[config.mk]
export PLATFORM = sky130hd
export DESIGN_NAME = vga_pattern_gen
export DESIGN_NICKNAME = d
export VERILOG_FILES = /design/src/rtl/vga_pkg.sv /design/src/rtl/vga_timing.sv /design/src/rtl/vga_pattern_gen.sv
export SDC_FILE = /design/constraint.sdc
export NUM_CORES = 1
export LEC_CHECK = 0
export CAP_MARGIN = 10
export CORE_AREA = 2 2 76 78
export DETAILED_ROUTE_END_ITERATION = 12
export DIE_AREA = 0 0 78 80
export GPL_TIMING_DRIVEN = 1
export PLACE_DENSITY = 0.91
export SKIP_LAST_GASP = 1
export SLEW_MARGIN = 15
export SYNTH_ARGS = -nofsm -noshare
export SYNTH_HDL_FRONTEND = slang
export SYNTH_HIERARCHICAL = 1
export SYNTH_SLANG_ARGS = --single-unit
[constraint.sdc]
create_clock -name clock -period 5.4 [get_ports clock]
set_clock_uncertainty 0.15 [all_clocks]
set_input_delay 0.54 -clock clock [delete_from_list [all_inputs] [get_ports clock]]
set_output_delay 0.54 -clock clock [all_outputs]
set_load 0.01 [all_outputs]
[src/rtl/vga_pkg.sv]
`timescale 1ns / 1ps
`default_nettype none
// +----------------------------------------------------------------------------+
// | Module      : vga_pkg                                                      |
// | Description : Shared definitions for the VGA test-pattern generator:       |
// |               pattern-mode encodings and the colour-index to RGB mapping.  |
// | Revision    : 1.0 - initial release                                        |
// +----------------------------------------------------------------------------+
package vga_pkg;

  // Pattern-mode encodings, as presented on the mode input.
  localparam logic [2:0] MODE_VBAR    = 3'd0;
  localparam logic [2:0] MODE_HBAR    = 3'd1;
  localparam logic [2:0] MODE_XOR     = 3'd2;
  localparam logic [2:0] MODE_XNOR    = 3'd3;
  localparam logic [2:0] MODE_CHECKER = 3'd4;
  localparam logic [2:0] MODE_WHITE   = 3'd5;
  localparam logic [2:0] MODE_BORDER  = 3'd6;
  localparam logic [2:0] MODE_BLACK   = 3'd7;

  // Widest colour channel the mapping function supports.
  localparam int MAX_COLOR_W = 16;

  // Expand a 3-bit colour index into {R,G,B} with color_w bits per channel.
  // Every bit of a channel copies its index bit (R=c[2], G=c[1], B=c[0]).
  // The result is right-aligned: only the low 3*color_w bits are meaningful.
  function automatic logic [3*MAX_COLOR_W-1:0] color_expand(input logic [2:0] c,
                                                            input int         color_w);
    logic [3*MAX_COLOR_W-1:0] mask;
    logic [3*MAX_COLOR_W-1:0] rgb;
    mask = {(3*MAX_COLOR_W){1'b1}} >> (3*MAX_COLOR_W - color_w);
    rgb  = '0;
    if (c[0]) rgb = rgb | mask;
    if (c[1]) rgb = rgb | (mask << color_w);
    if (c[2]) rgb = rgb | (mask << (2 * color_w));
    return rgb;
  endfunction

endpackage
`default_nettype wire

[src/rtl/vga_timing.sv]
`timescale 1ns / 1ps
`default_nettype none
// +----------------------------------------------------------------------------+
// | Module      : vga_timing                                                   |
// | Description : Pixel-clock divider plus horizontal/vertical counters and    |
// |               region decode for the VGA pattern generator.                 |
// | Revision    : 1.0 - initial release                                        |
// |                                                                            |
// | Ports                                                                      |
// |   clock        in   system clock, rising edge                              |
// |   rst_n        in   asynchronous active-low reset                          |
// |   o_pe         out  pixel enable (divider at its last count)               |
// |   o_frame_wrap out  counters sit on the last pixel of the frame            |
// |   o_origin     out  counters sit on (hcnt,vcnt) = (0,0)                    |
// |   o_x, o_y     out  active-area coordinates (valid when o_active)          |
// |   o_active     out  counters are inside the active area                    |
// |   o_hs_act     out  counters are inside the hsync interval                 |
// |   o_vs_act     out  counters are inside the vsync interval                 |
// +----------------------------------------------------------------------------+
module vga_timing #(
  parameter int CLK_DIV  = 2,
  parameter int H_ACTIVE = 640,
  parameter int H_FP     = 16,
  parameter int H_SYNC   = 96,
  parameter int H_BP     = 48,
  parameter int V_ACTIVE = 480,
  parameter int V_FP     = 10,
  parameter int V_SYNC   = 2,
  parameter int V_BP     = 33,
  parameter int CNT_W    = 11
) (
  input  logic             clock,
  input  logic             rst_n,
  output logic             o_pe,
  output logic             o_frame_wrap,
  output logic             o_origin,
  output logic [CNT_W-1:0] o_x,
  output logic [CNT_W-1:0] o_y,
  output logic             o_active,
  output logic             o_hs_act,
  output logic             o_vs_act
);

  localparam int H_TOTAL = H_SYNC + H_BP + H_ACTIVE + H_FP;
  localparam int V_TOTAL = V_SYNC + V_BP + V_ACTIVE + V_FP;
  // A one-bit divider is kept for CLK_DIV=1; it simply stays at 0.
  localparam int DIV_W   = (CLK_DIV > 1) ? $clog2(CLK_DIV) : 1;

  localparam logic [DIV_W-1:0] c_DIV_LAST = DIV_W'(CLK_DIV - 1);
  localparam logic [CNT_W-1:0] c_H_LAST   = CNT_W'(H_TOTAL - 1);
  localparam logic [CNT_W-1:0] c_V_LAST   = CNT_W'(V_TOTAL - 1);
  localparam logic [CNT_W-1:0] c_H_START  = CNT_W'(H_SYNC + H_BP);
  localparam logic [CNT_W-1:0] c_V_START  = CNT_W'(V_SYNC + V_BP);
  localparam logic [CNT_W-1:0] c_H_ACT    = CNT_W'(H_ACTIVE);
  localparam logic [CNT_W-1:0] c_V_ACT    = CNT_W'(V_ACTIVE);
  localparam logic [CNT_W-1:0] c_H_SYNC   = CNT_W'(H_SYNC);
  localparam logic [CNT_W-1:0] c_V_SYNC   = CNT_W'(V_SYNC);

  logic [DIV_W-1:0] r_div;
  logic [CNT_W-1:0] r_hcnt;
  logic [CNT_W-1:0] r_vcnt;
  logic             w_pe;
  logic             w_h_wrap;
  logic             w_v_wrap;

  assign w_pe     = (r_div == c_DIV_LAST);
  assign w_h_wrap = (r_hcnt == c_H_LAST);
  assign w_v_wrap = (r_vcnt == c_V_LAST);

  always_ff @(posedge clock or negedge rst_n) begin
    if (!rst_n) begin
      r_div  <= '0;
      r_hcnt <= '0;
      r_vcnt <= '0;
    end else begin
      r_div <= w_pe ? '0 : r_div + DIV_W'(1);
      if (w_pe) begin
        if (w_h_wrap) begin
          r_hcnt <= '0;
          r_vcnt <= w_v_wrap ? '0 : r_vcnt + CNT_W'(1);
        end else begin
          r_hcnt <= r_hcnt + CNT_W'(1);
        end
      end
    end
  end

  // Coordinates wrap around outside the active area; they are only
  // meaningful while o_active is high.
  assign o_x = r_hcnt - c_H_START;
  assign o_y = r_vcnt - c_V_START;

  assign o_active     = (r_hcnt >= c_H_START) && (o_x < c_H_ACT) &&
                        (r_vcnt >= c_V_START) && (o_y < c_V_ACT);
  assign o_hs_act     = (r_hcnt < c_H_SYNC);
  assign o_vs_act     = (r_vcnt < c_V_SYNC);
  assign o_pe         = w_pe;
  assign o_frame_wrap = w_h_wrap && w_v_wrap;
  assign o_origin     = (r_hcnt == '0) && (r_vcnt == '0);

endmodule
`default_nettype wire

[src/rtl/vga_pattern_gen.sv]
`timescale 1ns / 1ps
`default_nettype none
// +----------------------------------------------------------------------------+
// | Module      : vga_pattern_gen                                              |
// | Description : Parametrised VGA timing and test-pattern generator. Eight    |
// |               pattern modes, switched only at frame wrap; all outputs are  |
// |               registered on the pixel enable so they stay pixel-aligned.   |
// | Revision    : 1.0 - initial release                                        |
// | Options     : define VGA_SCROLL_EN to scroll the x-based patterns by one   |
// |               pixel per frame.                                             |
// |                                                                            |
// | Ports                                                                      |
// |   clock        in   system clock, rising edge                              |
// |   rst_n        in   asynchronous active-low reset                          |
// |   mode[2:0]    in   pattern select, taken at frame wrap                    |
// |   disp_RGB     out  pixel colour {R,G,B}, COLOR_W bits each                |
// |   hsync        out  horizontal sync, active level HSYNC_POL               |
// |   vsync        out  vertical sync, active level VSYNC_POL                 |
// |   de           out  active-video qualifier                                |
// |   frame_start  out  one-clock strobe with the first pixel of a frame       |
// +----------------------------------------------------------------------------+
module vga_pattern_gen
  import vga_pkg::*;
#(
  parameter int COLOR_W   = 1,   // 1..MAX_COLOR_W
  parameter int CLK_DIV   = 2,
  parameter int H_ACTIVE  = 640,
  parameter int H_FP      = 16,
  parameter int H_SYNC    = 96,
  parameter int H_BP      = 48,
  parameter int V_ACTIVE  = 480,
  parameter int V_FP      = 10,
  parameter int V_SYNC    = 2,
  parameter int V_BP      = 33,
  parameter int BARS      = 8,
  parameter int HSYNC_POL = 0,
  parameter int VSYNC_POL = 0,
  parameter int CNT_W     = 11
) (
  input  logic                 clock,
  input  logic                 rst_n,
  input  logic [2:0]           mode,
  output logic [3*COLOR_W-1:0] disp_RGB,
  output logic                 hsync,
  output logic                 vsync,
  output logic                 de,
  output logic                 frame_start
);

  localparam logic             c_HS_ON      = (HSYNC_POL != 0);
  localparam logic             c_VS_ON      = (VSYNC_POL != 0);
  localparam logic [CNT_W-1:0] c_BAR_W      = CNT_W'(H_ACTIVE / BARS);
  localparam logic [CNT_W-1:0] c_BAR_H      = CNT_W'(V_ACTIVE / BARS);
  localparam logic [CNT_W-1:0] c_BARS_LAST  = CNT_W'(BARS - 1);
  localparam logic [CNT_W-1:0] c_H_ACT_LAST = CNT_W'(H_ACTIVE - 1);
  localparam logic [CNT_W-1:0] c_V_ACT_LAST = CNT_W'(V_ACTIVE - 1);

  // ---------------------------------------------------------------- timing
  logic             w_pe;
  logic             w_frame_wrap;
  logic             w_origin;
  logic [CNT_W-1:0] w_x;
  logic [CNT_W-1:0] w_y;
  logic             w_active;
  logic             w_hs_act;
  logic             w_vs_act;

  vga_timing #(
    .CLK_DIV  (CLK_DIV),
    .H_ACTIVE (H_ACTIVE),
    .H_FP     (H_FP),
    .H_SYNC   (H_SYNC),
    .H_BP     (H_BP),
    .V_ACTIVE (V_ACTIVE),
    .V_FP     (V_FP),
    .V_SYNC   (V_SYNC),
    .V_BP     (V_BP),
    .CNT_W    (CNT_W)
  ) u_timing (
    .clock        (clock),
    .rst_n        (rst_n),
    .o_pe         (w_pe),
    .o_frame_wrap (w_frame_wrap),
    .o_origin     (w_origin),
    .o_x          (w_x),
    .o_y          (w_y),
    .o_active     (w_active),
    .o_hs_act     (w_hs_act),
    .o_vs_act     (w_vs_act)
  );

  // The last pixel of the frame is always blank, so loading the mode on
  // that pixel switches patterns cleanly between frames.
  logic w_frame_tick;
  assign w_frame_tick = w_pe && w_frame_wrap;

  logic [2:0] r_mode_q;

  always_ff @(posedge clock or negedge rst_n) begin
    if (!rst_n) begin
      r_mode_q <= MODE_VBAR;
    end else if (w_frame_tick) begin
      r_mode_q <= mode;
    end
  end

  // ------------------------------------------------------- scrolled x
  logic [CNT_W-1:0] w_xs;

`ifdef VGA_SCROLL_EN
  localparam logic [CNT_W:0] c_H_ACT_EXT = (CNT_W+1)'(H_ACTIVE);

  logic [CNT_W-1:0] r_offset;
  logic [CNT_W:0]   w_xsum;

  always_ff @(posedge clock or negedge rst_n) begin
    if (!rst_n) begin
      r_offset <= '0;
    end else if (w_frame_tick) begin
      r_offset <= (r_offset == c_H_ACT_LAST) ? '0 : r_offset + CNT_W'(1);
    end
  end

  // x and offset are both below H_ACTIVE, so one conditional subtract
  // is enough for the modulo.
  assign w_xsum = {1'b0, w_x} + {1'b0, r_offset};
  assign w_xs   = (w_xsum >= c_H_ACT_EXT) ? CNT_W'(w_xsum - c_H_ACT_EXT)
                                          : CNT_W'(w_xsum);
`else
  assign w_xs = w_x;
`endif

  // ---------------------------------------------------------- patterns
  logic [CNT_W-1:0] w_vq;
  logic [CNT_W-1:0] w_hq;
  logic [2:0]       w_vcol;
  logic [2:0]       w_hcol;
  logic             w_border;
  logic [2:0]       w_cidx;

  // Bar index saturates at BARS-1 so any remainder pixels join the last bar.
  assign w_vq     = w_xs / c_BAR_W;
  assign w_hq     = w_y / c_BAR_H;
  assign w_vcol   = ~((w_vq > c_BARS_LAST) ? c_BARS_LAST[2:0] : w_vq[2:0]);
  assign w_hcol   = ~((w_hq > c_BARS_LAST) ? c_BARS_LAST[2:0] : w_hq[2:0]);
  assign w_border = (w_x == '0) || (w_x == c_H_ACT_LAST) ||
                    (w_y == '0) || (w_y == c_V_ACT_LAST);

  always_comb begin
    w_cidx = 3'b000;
    case (r_mode_q)
      MODE_VBAR:    w_cidx = w_vcol;
      MODE_HBAR:    w_cidx = w_hcol;
      MODE_XOR:     w_cidx = w_vcol ^ w_hcol;
      MODE_XNOR:    w_cidx = ~(w_vcol ^ w_hcol);
      MODE_CHECKER: w_cidx = {3{w_xs[5] ^ w_y[5]}};
      MODE_WHITE:   w_cidx = 3'b111;
      MODE_BORDER:  w_cidx = w_border ? 3'b111 : 3'b000;
      MODE_BLACK:   w_cidx = 3'b000;
      default:      w_cidx = 3'b000;
    endcase
  end

  logic [3*MAX_COLOR_W-1:0] w_rgb_full;
  logic [3*COLOR_W-1:0]     w_rgb;

  assign w_rgb_full = color_expand(w_cidx, COLOR_W);
  assign w_rgb      = w_rgb_full[3*COLOR_W-1:0];

  // The mapping is computed at the widest supported depth; the bits above
  // this instance's depth are always zero.
  if (COLOR_W < MAX_COLOR_W) begin : g_rgb_unused
    logic w_unused_rgb;
    assign w_unused_rgb = ^w_rgb_full[3*MAX_COLOR_W-1:3*COLOR_W];
  end

  // ------------------------------------------------------------ outputs
  logic [3*COLOR_W-1:0] r_rgb;
  logic                 r_hs;
  logic                 r_vs;
  logic                 r_de;
  logic                 r_fs;

  always_ff @(posedge clock or negedge rst_n) begin
    if (!rst_n) begin
      r_rgb <= '0;
      r_hs  <= ~c_HS_ON;
      r_vs  <= ~c_VS_ON;
      r_de  <= 1'b0;
      r_fs  <= 1'b0;
    end else begin
      if (w_pe) begin
        r_rgb <= w_active ? w_rgb : '0;
        r_hs  <= w_hs_act ? c_HS_ON : ~c_HS_ON;
        r_vs  <= w_vs_act ? c_VS_ON : ~c_VS_ON;
        r_de  <= w_active;
      end
      // Strobe is a single system clock wide regardless of CLK_DIV.
      r_fs <= w_pe && w_origin;
    end
  end

  assign disp_RGB    = r_rgb;
  assign hsync       = r_hs;
  assign vsync       = r_vs;
  assign de          = r_de;
  assign frame_start = r_fs;

endmodule
`default_nettype wire

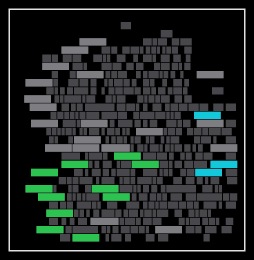
Fig. 1. Register map, names as in the netlist (run 1).
Drawn at 3 px/um. Other sequential cells in the stronger grey, the rest of the logic in the fainter grey.
[green] u_timing/r_hcnt | flops: 11
[cyan] disp_RGB | flops: 3

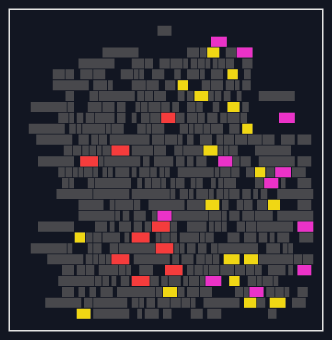
Fig. 2. Selected gate families (run 1).
Drawn at 4 px/um.
[yellow] AND-OR and OR-AND gates | cells: 18 | most used: a21o_1
[magenta] multiplexers | cells: 11 | most used: mux2_2
[red] adder and majority cells | cells: 9 | most used: ha_1

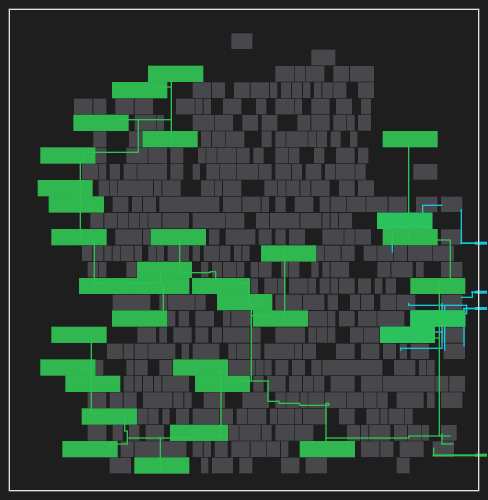
Fig. 3. Port wiring (run 1).
Drawn at 6 px/um.
[green] rst_n | bits: 1 | direction: input | edge: right | end cells: 33 | buffers: 2 | wire: 289 um
[cyan] disp_RGB | bits: 3 | direction: output | edge: right | end cells: 3 | buffers: 3 | wire: 72.8 um

==> results.yml, run 1 <==
# flow metrics
placement:
  dp_slack_ns: 0.871
  finalWeightedCongestion: 0.901
  placed_cells: 448
route:
  drt_iter0_drc: 353
final_layout:
  finalNonFillerCells: 456
  drive_above_1_share_pct: 10.2
  area_growth_pct: 2.96
  insertedDiodeCount: 0
  nets: 396
  largest_registers: "u_timing/r_hcnt (11), u_timing/r_vcnt (11)"
synthesis:
  synth-compound-area-share_pct: 22.8
  flop_cell: "dfrtp_1"
  synth_cells: 398
  ys_seq_share_pct: 25.1
power_and_ir_drop:
  p_switching_uw: 108
  p_sw_share_pct: 23.1
floorplan:
  ios: 12
  core_region_area_um2: 5410
  row_count: 27
clock_tree:
  hold_buffers: 0
  cts.sinks: 33
  cts-root-buf: "clkbuf_8"
  cts_buffers: 5
final_timing:
  setup_viol: 0
run_status:
  status: "finished, final reports clean"
==> run 1: final cells by class <==
cell class              instances  area (um^2)  share of cell area [%]
multi-input cells             310         2180                    64.4
clock inverters                 1         7.51                   0.221
clock buffers                   7         86.3                    2.55
flip-flops and latches         33          828                    24.4
well taps                      72         90.1                    2.66
repair buffers                 12          118                    3.47
inverters                      21         78.8                    2.32
==> run 1: worst max-delay path: cells and delay by family, from the launching register on <==
| kind | cells | cell delay (ns) |
|---|---|---|
| and+or+nand+nor | 3 | 0.66 |
| xor gates and xnor gates | 2 | 0.99 |
| adders and majority gates | 1 | 0.34 |
| AOI/OAI and AO/OA | 6 | 1.55 |
| DFF | 1 | 0.46 |
| muxes | 1 | 0.32 |
==> run 1: metrics by stage <==
step | power (uW) | area [um^2] | hold WS, ns
5_1_grt | 486 | 3390 | 0.378
4_1_cts | 472 | 3390 | 0.352
3_5_place_dp | 273 | 3300 | 0.337
2_1_floorplan | 262 | 3290 | 0.0944
6_report | 467 | 3390 | 0.347
3_3_place_gp | 272 | 3300 | 0.317
==> run 1: final timing paths <==
check | slack [ns] | from | depth (start not counted) | end
max | 0.82 | u_timing/r_vcnt[0] | 13 | disp_RGB[0]
max reg2reg | 0.82 | u_timing/r_vcnt[0] | 13 | disp_RGB[0]
max in group asynchronous | 4.24 | rst_n | 2 | vsync
min | 0.35 | disp_RGB[1] | 1 | disp_RGB[1]
min in group asynchronous | 0.51 | rst_n | 2 | disp_RGB[2]
min reg2reg | 0.35 | disp_RGB[1] | 1 | disp_RGB[1]
==> run 1: metal layers <==
layer	up-vias	routed length [um]	GRT usage [%]
li1	1417	-	-
met1	1387	3210	30.7
met2	111	3610	41.6
met3	25	343	4.52
met4	0	211	10.9
met5	-	0	0
--- run 2 (diff from run 1) ---
--- a/config.mk
+++ b/config.mk
@@ -6,11 +6,11 @@
 export NUM_CORES = 1
 export LEC_CHECK = 0
 export CAP_MARGIN = 10
-export CORE_AREA = 2 2 76 78
+export CORE_AREA = 2 2 80 82
 export DETAILED_ROUTE_END_ITERATION = 12
-export DIE_AREA = 0 0 78 80
+export DIE_AREA = 0 0 82 84
 export GPL_TIMING_DRIVEN = 1
-export PLACE_DENSITY = 0.91
+export PLACE_DENSITY = 0.87
 export SKIP_LAST_GASP = 1
 export SLEW_MARGIN = 15
 export SYNTH_ARGS = -nofsm -noshare
==> constraint.sdc (replaced) <==
create_clock -name clock -period 4 [get_ports clock]
set_clock_uncertainty 0.15 [all_clocks]
set_input_delay 0.4 -clock clock [delete_from_list [all_inputs] [get_ports clock]]
set_output_delay 0.4 -clock clock [all_outputs]
set_load 0.01 [all_outputs]
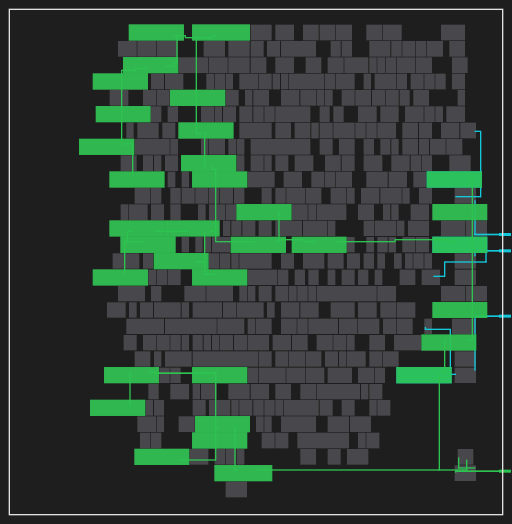
Fig. 4. Port wiring (run 2).
Drawn at 6 px/um.
[cyan] disp_RGB | bits: 3 | direction: output | edge: right | end cells: 3 | buffers: 3 | wire: 69.2 um
[green] rst_n | bits: 1 | direction: input | edge: right | end cells: 33 | buffers: 2 | wire: 285 um

==> results.yml, run 2 <==
# flow metrics
run_status:
  status: "finished, final reports clean"
clock_tree:
  cts_buffers: 5
  hold_buffers: 0
  cts-root-buf: "clkbuf_8"
  cts.sinks: 33
power_and_ir_drop:
  p_sw_share_pct: 23.3
  p_clk_share_pct: 47.9
  power_uw: 693
  p_switching_uw: 162
placement:
  placed_cells: 474
  dp_slack_ns: 0.0447
  finalWeightedCongestion: 0.863
final_timing:
  worstMarginPinSlew_ns: 0.959
  hold_ws_ns: 0.344
  setup_viol: 0
  finalSetupTns_ns: 0
  setup_slack_ns: 0.150
  slew_violations: 0
final_layout:
  insertedDiodeCount: 0
  final_cell_area_um2: 3630
  largest_registers: "u_timing/r_hcnt (11), u_timing/r_vcnt (11)"
  area_growth_pct: 10.2
  nets: 417
  finalNonFillerCells: 482
  drive_above_1_share_pct: 16.8
synthesis:
  flop_cell: "dfrtp_1"
  synth-compound-area-share_pct: 22.8
  top_area_cell: "dfrtp_1"
  ys_sh_adder_pct: 3.34
  synth_cells: 398
  ys_seq_share_pct: 25.1
  synthMuxAreaShare_pct: 3.57
route:
  drt_iter0_drc: 173
floorplan:
  ios: 12
  row_count: 29
  core_region_area_um2: 6100
job:
  max-cap-violations: 0
-- run 2: cell counts after synthesis --
No cell type changed its count.
-- run 2: what timing repair did --
item | in CTS | in global routing
endpoints found under the setup margin | 0 | 3
gates resized | 0 | 9
hold endpoints to repair | 0 | 0
-- run 2: worst paths after layout --
path | to | slack, ns | cells past startpoint | from
setup / recovery | disp_RGB[0] | 0.15 | 15 | u_timing/r_hcnt[5]
hold / removal | hsync | 0.34 | 2 | hsync
setup reg to reg | disp_RGB[0] | 0.15 | 15 | u_timing/r_hcnt[5]
hold reg to reg | hsync | 0.34 | 2 | hsync
max in group asynchronous | vsync | 3.00 | 2 | rst_n
min in group asynchronous | u_timing/r_hcnt[7] | 0.36 | 2 | rst_n
-- run 2: routing by layer --
layer,wire length [um],track usage [%]
met3,569,5.30
met1,3220,30.0
met4,189,10.5
met2,3850,39.0
met5,0,0
-- run 2: critical path, stage by stage (launching register included) --
cell and delay, ns:
dfrtp_1 0.46, inv_1 0.15, ha_1 0.20, nor2b_2 0.21, nand2b_1 0.19, nand2_1 0.10
xnor2_2 0.19, buf_4 0.21, nor4b_4 0.31, a211oi_4 0.08, o32a_1 0.30, o22a_1 0.24
a2111o_1 0.44, and4_1 0.22, a211oi_2 0.19, o21bai_1 0.09
-- run 2: cell type report --
cell class	instances	area, um^2
well taps	77	96.3
multi-input cells	310	2240
repair buffers	33	275
clock buffers	5	68.8
clock inverters	3	46.3
flip-flops and latches	33	828
inverters	21	78.8
fillers	496	2470
-- run 2: power groups by stage --
stage,Sequential [uW],Clock (uW),Combinational (uW)
after global routing,339,347,25.5
after global placement,345,0,22.1
after CTS,338,334,22.8
final,338,332,22.3
after floorplan,343,0,10.9
after detailed placement,345,0,22.6
--- run 3 (diff from run 2) ---
--- a/config.mk
+++ b/config.mk
@@ -7,12 +7,14 @@
 export LEC_CHECK = 0
 export CAP_MARGIN = 10
 export CORE_AREA = 2 2 80 82
+export CTS_CLUSTER_DIAMETER = 100
 export DETAILED_ROUTE_END_ITERATION = 12
 export DIE_AREA = 0 0 82 84
 export GPL_TIMING_DRIVEN = 1
+export MAX_ROUTING_LAYER = met4
 export PLACE_DENSITY = 0.87
 export SKIP_LAST_GASP = 1
-export SLEW_MARGIN = 15
+export SLEW_MARGIN = 30
 export SYNTH_ARGS = -nofsm -noshare
 export SYNTH_HDL_FRONTEND = slang
 export SYNTH_HIERARCHICAL = 1
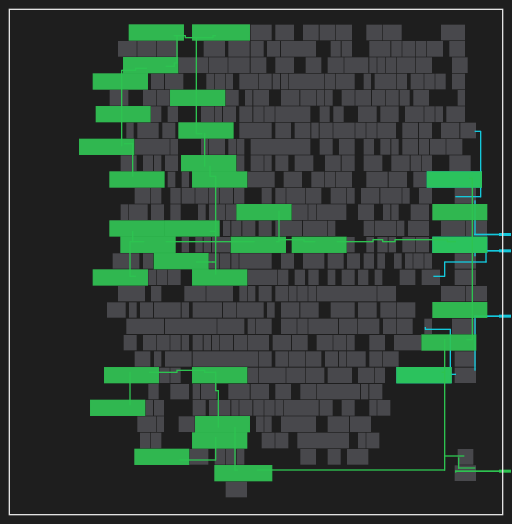
Fig. 5. Port wiring (run 3).
Drawn at 6 px/um.
[green] rst_n | bits: 1 | direction: input | edge: right | end cells: 33 | buffers: 2 | wire: 283 um
[cyan] disp_RGB | bits: 3 | direction: output | edge: right | end cells: 3 | buffers: 3 | wire: 69.2 um

==> results.yml, run 3 <==
# flow metrics
run_status:
  status: "finished, final reports clean"
job:
  max-cap-violations: 0
final_layout:
  area_growth_pct: 10.2
  drive_above_1_share_pct: 16.8
  final_cell_area_um2: 3630
  insertedDiodeCount: 0
  nets: 417
  largest_registers: "u_timing/r_hcnt (11), u_timing/r_vcnt (11)"
  fill_cells: 496
placement:
  dpl-instance-area_um2: 3460
  placed_cells: 474
  finalWeightedCongestion: 0.877
synthesis:
  ys_seq_share_pct: 25.1
  synth_cells: 398
  ys_ff: 33
clock_tree:
  cts_buffers: 5
  cts-root-buf: "clkbuf_8"
  hold_buffers: 0
  cts_resized: 0
setup_path:
  cpMaxStageDelayCell: "dfrtp_1"
  max_stage_delay_ns: 0.46
  worstPathCellList: "inv_1, ha_1, nor2b_2, nand2b_1, nand2_1, xnor2_2, buf_4, nor4b_4, a211oi_4, o32a_1, o22a_1, a2111o_1, and4_1, a211oi_2, o21bai_1"
power_and_ir_drop:
  cellLeakagePower_uw: 0.00159
  power_uw: 691
  p_per_area_nw_per_um2: 190
global_routing:
  grt-busiest-layer: "met2"
  grt-ovfl-total: 0
  grt_use_met1_pct: 30.0
  met3_usage_pct: 5.30
  use_met2_pct: 38.9
floorplan:
  core_region_area_um2: 6100
  ios: 12
final_timing:
  hold_ws_ns: 0.344
  setup_slack_ns: 0.145
  worstMarginPinSlew_ns: 0.964
  setup_viol: 0
==> run 3: cell type report <==
cell class	count	area (um^2)	share of cell area, %
multi-input cells	310	2240	61.6
flip-flops and latches	33	828	22.8
repair buffers	33	275	7.58
well taps	77	96.3	2.65
inverters	21	78.8	2.17
clock buffers	5	68.8	1.90
clock inverters	3	46.3	1.28
==> run 3: power breakdown <==
group / leakage, uW / internal (uW) / switching, uW / total [uW]
Combinational: 0.00110 / 9.55 / 12.7 / 22.2
Sequential: 0.000432 / 335 / 3.58 / 339
Clock: 0.0000543 / 186 / 143 / 330
==> run 3: path summary, 6_finish.rpt <==
path,start,end,slack [ns],cells past startpoint
min in group asynchronous,rst_n,u_timing/r_hcnt[5],0.36,2
hold / removal,hsync,hsync,0.34,2
hold reg to reg,hsync,hsync,0.34,2
max in group asynchronous,rst_n,vsync,3.00,2
setup reg to reg,u_timing/r_hcnt[5],disp_RGB[0],0.15,15
setup / recovery,u_timing/r_hcnt[5],disp_RGB[0],0.15,15
==> run 3: critical path, delay by kind of cell, from the launching register on <==
| kind | cells | cell delay (ns) |
|---|---|---|
| buf+inv | 2 | 0.36 |
| simple gates | 5 | 1.04 |
| xor+xnor | 1 | 0.19 |
| compound gates | 6 | 1.34 |
| fa+ha+maj | 1 | 0.20 |
| flops | 1 | 0.46 |
==> run 3: cell families (layout without fill, tap and decap cells) <==
logic type                 count (synthesis)  after routing  synth area share (%)
AOI/OAI and AO/OA                        102            102                  22.8
buffers and inverters                     55             62                  8.58
adders and majority gates                  9              9                  3.34
and+or+nand+nor                          159            159                  28.9
muxes                                     11             11                  3.57
DFF                                       33             33                  25.1
xor gates and xnor gates                  29             29                  7.71
==> run 3: routing by layer <==
layer,vias up,routed length (um)
met1,1478,3300
met2,107,3870
met4,0,162
met3,18,484
met5,-,0
li1,1464,-
Power figures rest on the tool's default switching activity, not on a simulated workload.
